==> config.mk <==
export PLATFORM = sky130hd
export DESIGN_NAME = frame_loader
export DESIGN_NICKNAME = d
export VERILOG_FILES = /design/src/rtl/frame_loader.sv
export SDC_FILE = /design/constraint.sdc
export NUM_CORES = 1
export LEC_CHECK = 0
export CAP_MARGIN = 20
export CORE_MARGIN = 1.5
export CORE_UTILIZATION = 50
export DETAILED_ROUTE_END_ITERATION = 6
export HOLD_SLACK_MARGIN = 0.03
export PLACE_DENSITY = 0.79
export SLEW_MARGIN = 10
export SYNTH_ARGS = -nofsm -noshare
export SYNTH_HDL_FRONTEND = slang
export SYNTH_SLANG_ARGS = --single-unit
==> constraint.sdc <==
create_clock -name iCLK -period 2.4 [get_ports iCLK]
set_clock_uncertainty 0.05 [all_clocks]
set_input_delay 0.48 -clock iCLK [delete_from_list [all_inputs] [get_ports iCLK]]
set_output_delay 0.48 -clock iCLK [all_outputs]
set_load 0.05 [all_outputs]
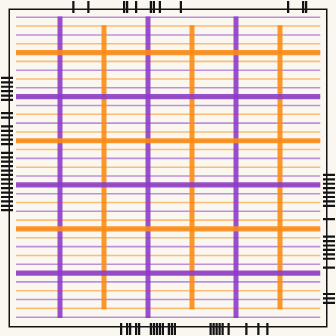
Figure 1: run 1, PDN straps and rails.
Pins as bars on the die edge.
colour	net
orange	VDD
purple	VSS
met4 straps	6
signal pins	80
rows	34
met5 straps	6
worst vdd ir: 0.715 mV
Die Y: 97.4 um
core area: 8680 um^2
die width: 97.4 um

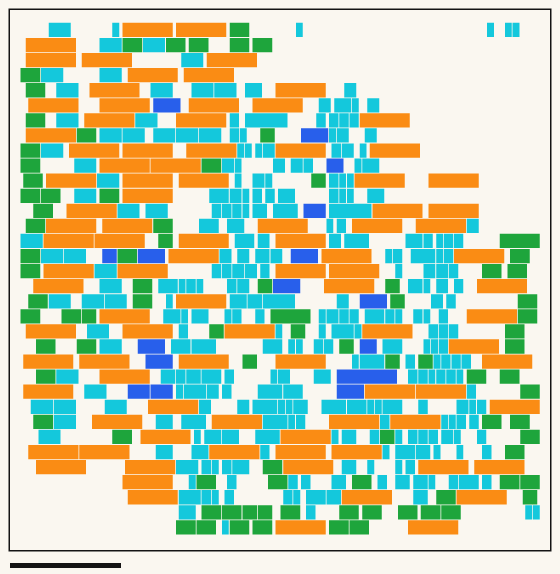
Figure 2: run 1, placement by cell class.
The bar under the picture is 20 um long.
colour	class	cells	share of their area
green	remaining buffers and delay cells	87	16%
blue	clock drivers and dummy loads	16	3.9%
cyan	remaining logic cells	294	37%
orange	sequential cells	94	43%
Finished Core Util: 64.0%
design area: 5550 um^2

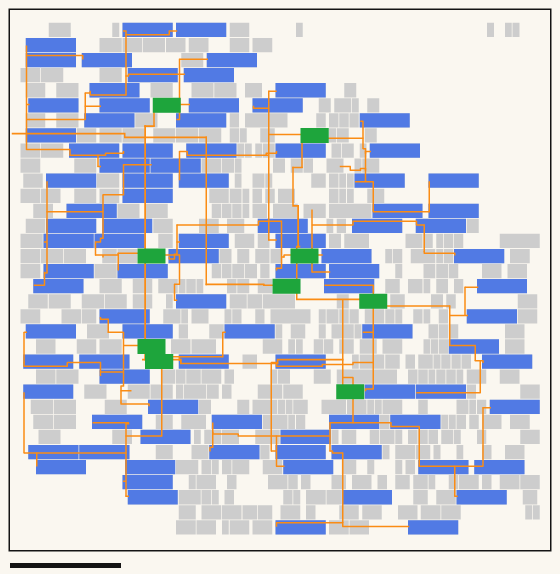
Figure 3: run 1, clock wires, drivers and flops.
The bar under the picture is 20 um long.
[orange] clock wires | length: 1,070 um
[blue] flip-flops | count: 94
[green] clock-net drivers | count: 9
routed clock nets	10
flops lie	widely spread
clock share of power: 19.8%
clock-net power: 1120 uW
Late-Pin Clk Latency: 360 ps

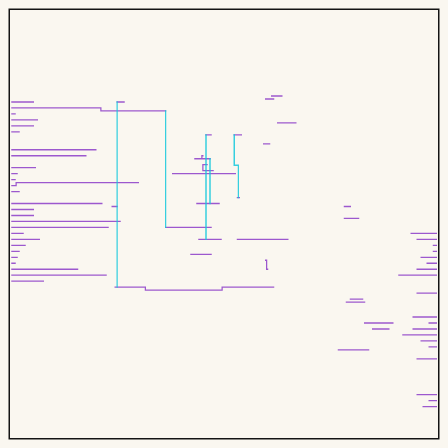
Figure 4: run 1, routed metal, one colour a layer.
Two of the layers only.
colour	layer	wire length
cyan	M4	118 um
purple	M3	478 um
via count: 3,435
DRT Wirelength: 9.26 mm
gr usage total: 20.6%
routed wire length per instance: 15.5 um

==> flow_metrics.py, run 1 <==
# Physical implementation metrics
metrics = {
    "sta": {
        "rsz0062_at_grt": "false",
        "final_hold_viol_count": 0,
        "timing.fmax_mhz": 430,
        "finalSetupViolations": 0,
        "slew_violations": 0,
        "finalSetupTns_ps": 0,
        "whs_ps": 418,
        "fin_crit_sh_pct": 96.9,
        "fin_crit_ps": 2330,
        "slew_headroom_pct": 61.6,
        "worst_pin_slew_ps": 572,
    },
    "synthesis": {
        "synthDistinctLibCells": 47,
        "syn_avg_cell_area_um2": 11.1,
        "syn_inst": 403,
        "flop_cell": "dfrtp_1",
        "ys_ff": 94,
        "ys_cells": 403,
        "yosysWarnings": 0,
        "netlist_area_um2": 4460,
        "synth_seq_share_pct": 52.7,
        "async_flop_share_pct": 100,
        "edf_count": 0,
        "ys_area_um2": 4460,
    },
    "layout": {
        "fin_cells": 599,
        "mostFrequentLayoutCell": "dfrtp_1",
        "drive_gt1_share_pct": 18.5,
        "nets": 512,
        "antenna_cells": 0,
        "area_growth_pct": 24.5,
        "largest_reg_flops": 24,
        "final_cell_mix": "dfrtp_1 (94), clkdlybuf4s50_1 (67), mux2_2 (44), nand2_1 (39), o21ai_0 (35)",
    },
    "min_path": {
        "whs_path_depth": 1,
        "min_path_type": "reg -> reg",
    },
    "clock_tree": {
        "ctsRootBufferMaster": "clkbuf_8",
        "cts_max_path_buffers": 2,
        "numCtsBuffers": 9,
        "cts.sinks": 94,
        "clk_pin_slew_ps": 100,
        "tritoncts": "yes",
        "htree_levels": 3,
    },
    "worst_setup_path": {
        "path_max_fanout": 4,
        "end_kind": "primary output",
        "cp.arrival_ps": 1800,
        "reg2reg_slack_ps": 220,
        "worst_r2r_path_depth": 7,
        "crit_type": "reg -> out",
        "startpoint_type": "flop",
        "cp.required_ps": 1870,
    },
    "placement": {
        "dp_cells": 582,
        "dp_hpwl_mm": 6.65,
        "globalplace.congestion": 0.853,
        "io_buffers": 71,
    },
    "route": {
        "ant_nets": 0,
        "dr.first_iter.drc_count": 169,
        "first_pass_iters": 4,
        "vias_per_cell": 5.73,
        "drc": 0,
    },
    "floorplanning": {
        "die-area_um2": 9490,
        "ios": 80,
        "rows": 34,
        "fp-utilization_pct": 51.4,
    },
    "job": {
        "cap_violations": 0,
        "warning_count": 30,
    },
    "run_status": {
        "status": "finished, final reports clean",
    },
    "global_route": {
        "grt_max_degree": 40,
        "first_global_vias": 3406,
        "grt_pass1_wl_mm": 16.1,
        "overflow": 0,
        "antenna_found_initial": 0,
    },
    "power_and_ir_drop": {
        "power.density_nw_per_um2": 1020,
        "leakage_uw": 0.00243,
    },
}
## run 1: timing repair
action,in CTS,in global routing
resized,0,2
buffers inserted,0,0
hold buffers,1,0
setup endpoints to repair,0,1
hold endpoints to repair,14,0
## run 1: routing by layer
metal / part of all wire (%) / vias up / global-route usage (%)
met2: 50 / 93 / 34.6
met4: 1.3 / 0 / 6.59
li1: - / 1616 / -
met1: 44 / 1715 / 26.6
met3: 5.2 / 11 / 4.68
met5: 0 / - / 0
## run 1: critical path, cell delays in order, from the launching register on
cell and delay (ps):
dfrtp_1 420, ha_1 200, clkdlybuf4s50_1 820
## run 1: per-stage QoR
stage	power (uW)	area [um^2]	util (%)	setup slack [ps]
2_1_floorplan	3820	4490	-	182
3_3_place_gp	4480	5330	61.4	238
3_5_place_dp	4560	5330	61.4	176
4_1_cts	5690	5550	63.9	31.1
5_1_grt	5960	5550	64.0	16.4
6_report	5640	5550	64.0	73.8
## run 1: layout make-up
class	count	area (um^2)
clock inverter	7	88.8
sequential	94	2350
clock buffer	9	124
tap	108	135
timing repair buffer	87	848
multi-input combinational	283	1960
fill	674	3130
inverter	11	41.3
## run 1: cells by family (layout without fill, tap and decap cells)
group	after synthesis	after routing	synth area share, %
XOR/XNOR	6	6	1.18
AND/OR/NAND/NOR	119	119	14.1
flip-flops	94	94	52.7
adder cells (fa/ha/maj)	9	9	2.53
AND-OR/OR-AND	87	87	12.1
other	1	8	0.0841
multiplexers	54	54	13.4
buffers and inverters	33	114	3.93
## run 1: power breakdown
part / switching [uW] / internal [uW] / leakage (uW)
Clock: 609 / 509 / 0.000106
Sequential: 253 / 1970 / 0.00125
Combinational: 1400 / 903 / 0.00107
## run 1: synthesized netlist by cell type, types with 2 or more instances
library cell  instances  area [um^2]
a22o_1                3         26.3
o211ai_1              5         37.5
nand3_1              28          140
dfrtp_1              94         2350
ha_1                  9          113
buf_2                 2         10.0
and2_1                3         18.8
xnor2_1               4         35.0
nor4_2                2         25.0
a21oi_1              13         65.1
nor3_2                2         20.0
xor2_1                2         17.5
o21ai_0              35          175
inv_1                11         41.3
nand2_1              39          146
mux2_2               44          495
clkbuf_1              8         30.0
o31ai_1               6         45.0
nor2_1               16         60.1
nor3_1                5         25.0
nand2b_1              2         12.5
mux2i_1              10          100
buf_4                11         82.6
nand4_1               7         43.8
a31oi_1              14         87.6
and3_1                5         31.3
a41oi_1               3         26.3
## Run 2: what changed since run 1
Settings changed: CTS_CLUSTER_SIZE from default to 12.
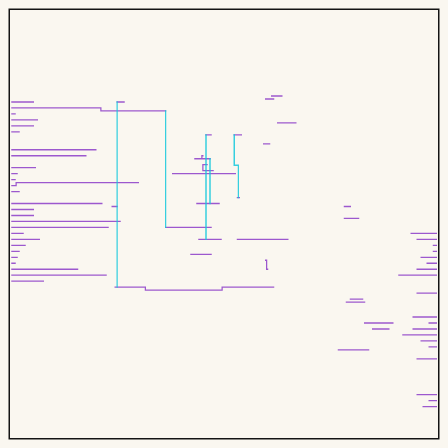
Figure 5: run 2, routed metal, one colour a layer.
Two of the layers only.
colour	layer	wire length
cyan	M4	118 um
purple	M3	478 um

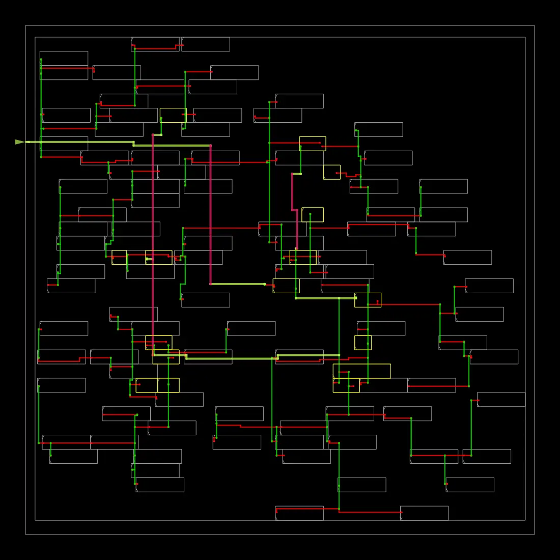
Figure 6: run 2, the clock network.
clkbuf count: 9
clock sinks: 94
flop count: 94

==> flow_metrics.py, run 2 <==
# Physical implementation metrics
metrics = {
    "placement": {
        "io_buffers": 71,
        "placed_area_um2": 5330,
        "dp_cells": 582,
        "globalplace.congestion": 0.853,
        "dp_hpwl_mm": 6.65,
    },
    "worst_setup_path": {
        "end_kind": "primary output",
        "path_max_fanout": 4,
        "startpoint_type": "flop",
        "cp.arrival_ps": 1800,
        "reg2reg_slack_ps": 220,
        "crit_type": "reg -> out",
        "worst_r2r_path_depth": 7,
        "cp.required_ps": 1870,
    },
    "sta": {
        "finalSetupTns_ps": 0,
        "worst_pin_slew_ps": 572,
        "fin_crit_sh_pct": 96.9,
        "fin_crit_ps": 2330,
        "final_hold_viol_count": 0,
        "timing.fmax_mhz": 430,
        "finalSetupViolations": 0,
        "rsz0062_at_grt": "false",
        "slew_headroom_pct": 61.6,
        "slew_violations": 0,
    },
    "floorplanning": {
        "die-area_um2": 9490,
        "die_x_um": 97.4,
        "fp-utilization_pct": 51.4,
        "die_y_um": 97.4,
        "core_um2": 8680,
        "ios": 80,
        "rows": 34,
    },
    "min_path": {
        "whs_path_depth": 1,
        "min_path_type": "reg -> reg",
    },
    "job": {
        "cap_violations": 0,
        "warning_count": 30,
    },
    "synthesis": {
        "muxShareOfSynthArea_pct": 13.4,
        "topCombFamilyByArea": "simple AND/OR/NAND/NOR gates",
        "syn_inst": 403,
        "ys_area_um2": 4460,
        "top_area_share_pct": 52.7,
        "common_cells": "dfrtp_1 (94), mux2_2 (44), nand2_1 (39), o21ai_0 (35), nand3_1 (28)",
        "xor_share_pct": 1.18,
        "topCellsByArea": "dfrtp_1 (53%), mux2_2 (11%), o21ai_0 (3.9%)",
        "flop_cell": "dfrtp_1",
        "netlist_area_um2": 4460,
        "synthAoiAreaFrac_pct": 12.1,
        "top_cell": "dfrtp_1",
        "synthDistinctLibCells": 47,
        "edf_count": 0,
        "yosysTopAreaCell": "dfrtp_1",
        "synthAdderAreaFrac_pct": 2.53,
        "ys_cells": 403,
        "async_flop_share_pct": 100,
        "synth-simple-area-share_pct": 14.1,
        "synth_seq_share_pct": 52.7,
        "yosysWarnings": 0,
        "ys_ff": 94,
        "syn_avg_cell_area_um2": 11.1,
    },
    "clock_tree": {
        "numCtsBuffers": 9,
        "ctsRootBufferMaster": "clkbuf_8",
        "cts_max_path_buffers": 2,
        "tritoncts": "yes",
        "htree_levels": 3,
        "clk_pin_slew_ps": 100,
        "insertion_delay_ps": 360,
    },
    "layout": {
        "drive_gt1_share_pct": 18.5,
        "fin_area_um2": 5550,
        "largest_reg_flops": 24,
        "final_util_pct": 64.0,
        "antenna_cells": 0,
        "fillers": 674,
        "mostFrequentLayoutCell": "dfrtp_1",
        "area_growth_pct": 24.5,
        "fin_cells": 599,
        "nets": 512,
        "final_cell_mix": "dfrtp_1 (94), clkdlybuf4s50_1 (67), mux2_2 (44), nand2_1 (39), o21ai_0 (35)",
    },
    "global_route": {
        "grt_max_degree": 40,
        "track_usage_pct": 20.6,
        "grt_pass1_wl_mm": 16.1,
        "overflow": 0,
        "antenna_found_initial": 0,
        "first_global_vias": 3406,
    },
    "route": {
        "dr.first_iter.drc_count": 169,
        "wirelength_mm": 9.26,
        "vias_per_cell": 5.73,
        "wire_per_inst_um": 15.5,
        "ant_nets": 0,
        "num_vias": 3435,
        "first_pass_iters": 4,
        "drc": 0,
    },
    "run_status": {
        "status": "finished, final reports clean",
    },
    "power_and_ir_drop": {
        "power.density_nw_per_um2": 1020,
        "vdd_drop_max_mv": 0.715,
        "leakage_uw": 0.00243,
    },
}
## run 2: cell counts after synthesis
No cell type changed its count.
## run 2: worst max-delay path, stage by stage, from the launching register on
cell	delay (ps)
dfrtp_1	420
ha_1	200
clkdlybuf4s50_1	820
## run 2: area by class of cell
type | instances | area [um^2] | share of cell area [%]
inverter | 11 | 41.3 | 0.744
tap | 108 | 135 | 2.43
sequential | 94 | 2350 | 42.4
multi-input combinational | 283 | 1960 | 35.3
clock inverter | 7 | 88.8 | 1.60
timing repair buffer | 87 | 848 | 15.3
clock buffer | 9 | 124 | 2.23
## run 2: cells by family after synthesis
family	count (synthesis)
AND-OR/OR-AND	87
XOR/XNOR	6
flip-flops	94
AND/OR/NAND/NOR	119
multiplexers	54
adder cells (fa/ha/maj)	9
buffers and inverters	33
other	1
## run 2: power breakdown
group          internal [uW]  total (uW)  switching [uW]
Clock                    509        1120             609
Sequential              1970        2220             253
Combinational            903        2300            1400
Total                   3380        5640            2260
## run 2: repair_timing
action	in CTS	in global routing
gates resized	0	2
endpoints found under the hold margin	14	0
endpoints found under the setup margin	0	1
hold buffers	1	0
buffers inserted	0	0
## run 2: layer usage
layer	track usage (%)	part of all wire (%)
met4	6.59	1.3
met1	26.6	44
met2	34.6	50
met3	4.68	5.2
met5	0	0
## run 2: through the flow
step,worst slack [ps],total power [uW],hold WS (ps)
final,73.8,5640,418
after global routing,16.4,5960,452
after CTS,31.1,5690,422
after detailed placement,176,4560,409
after global placement,238,4480,403
after floorplan,182,3820,134
Power and IR drop assume default switching activity.
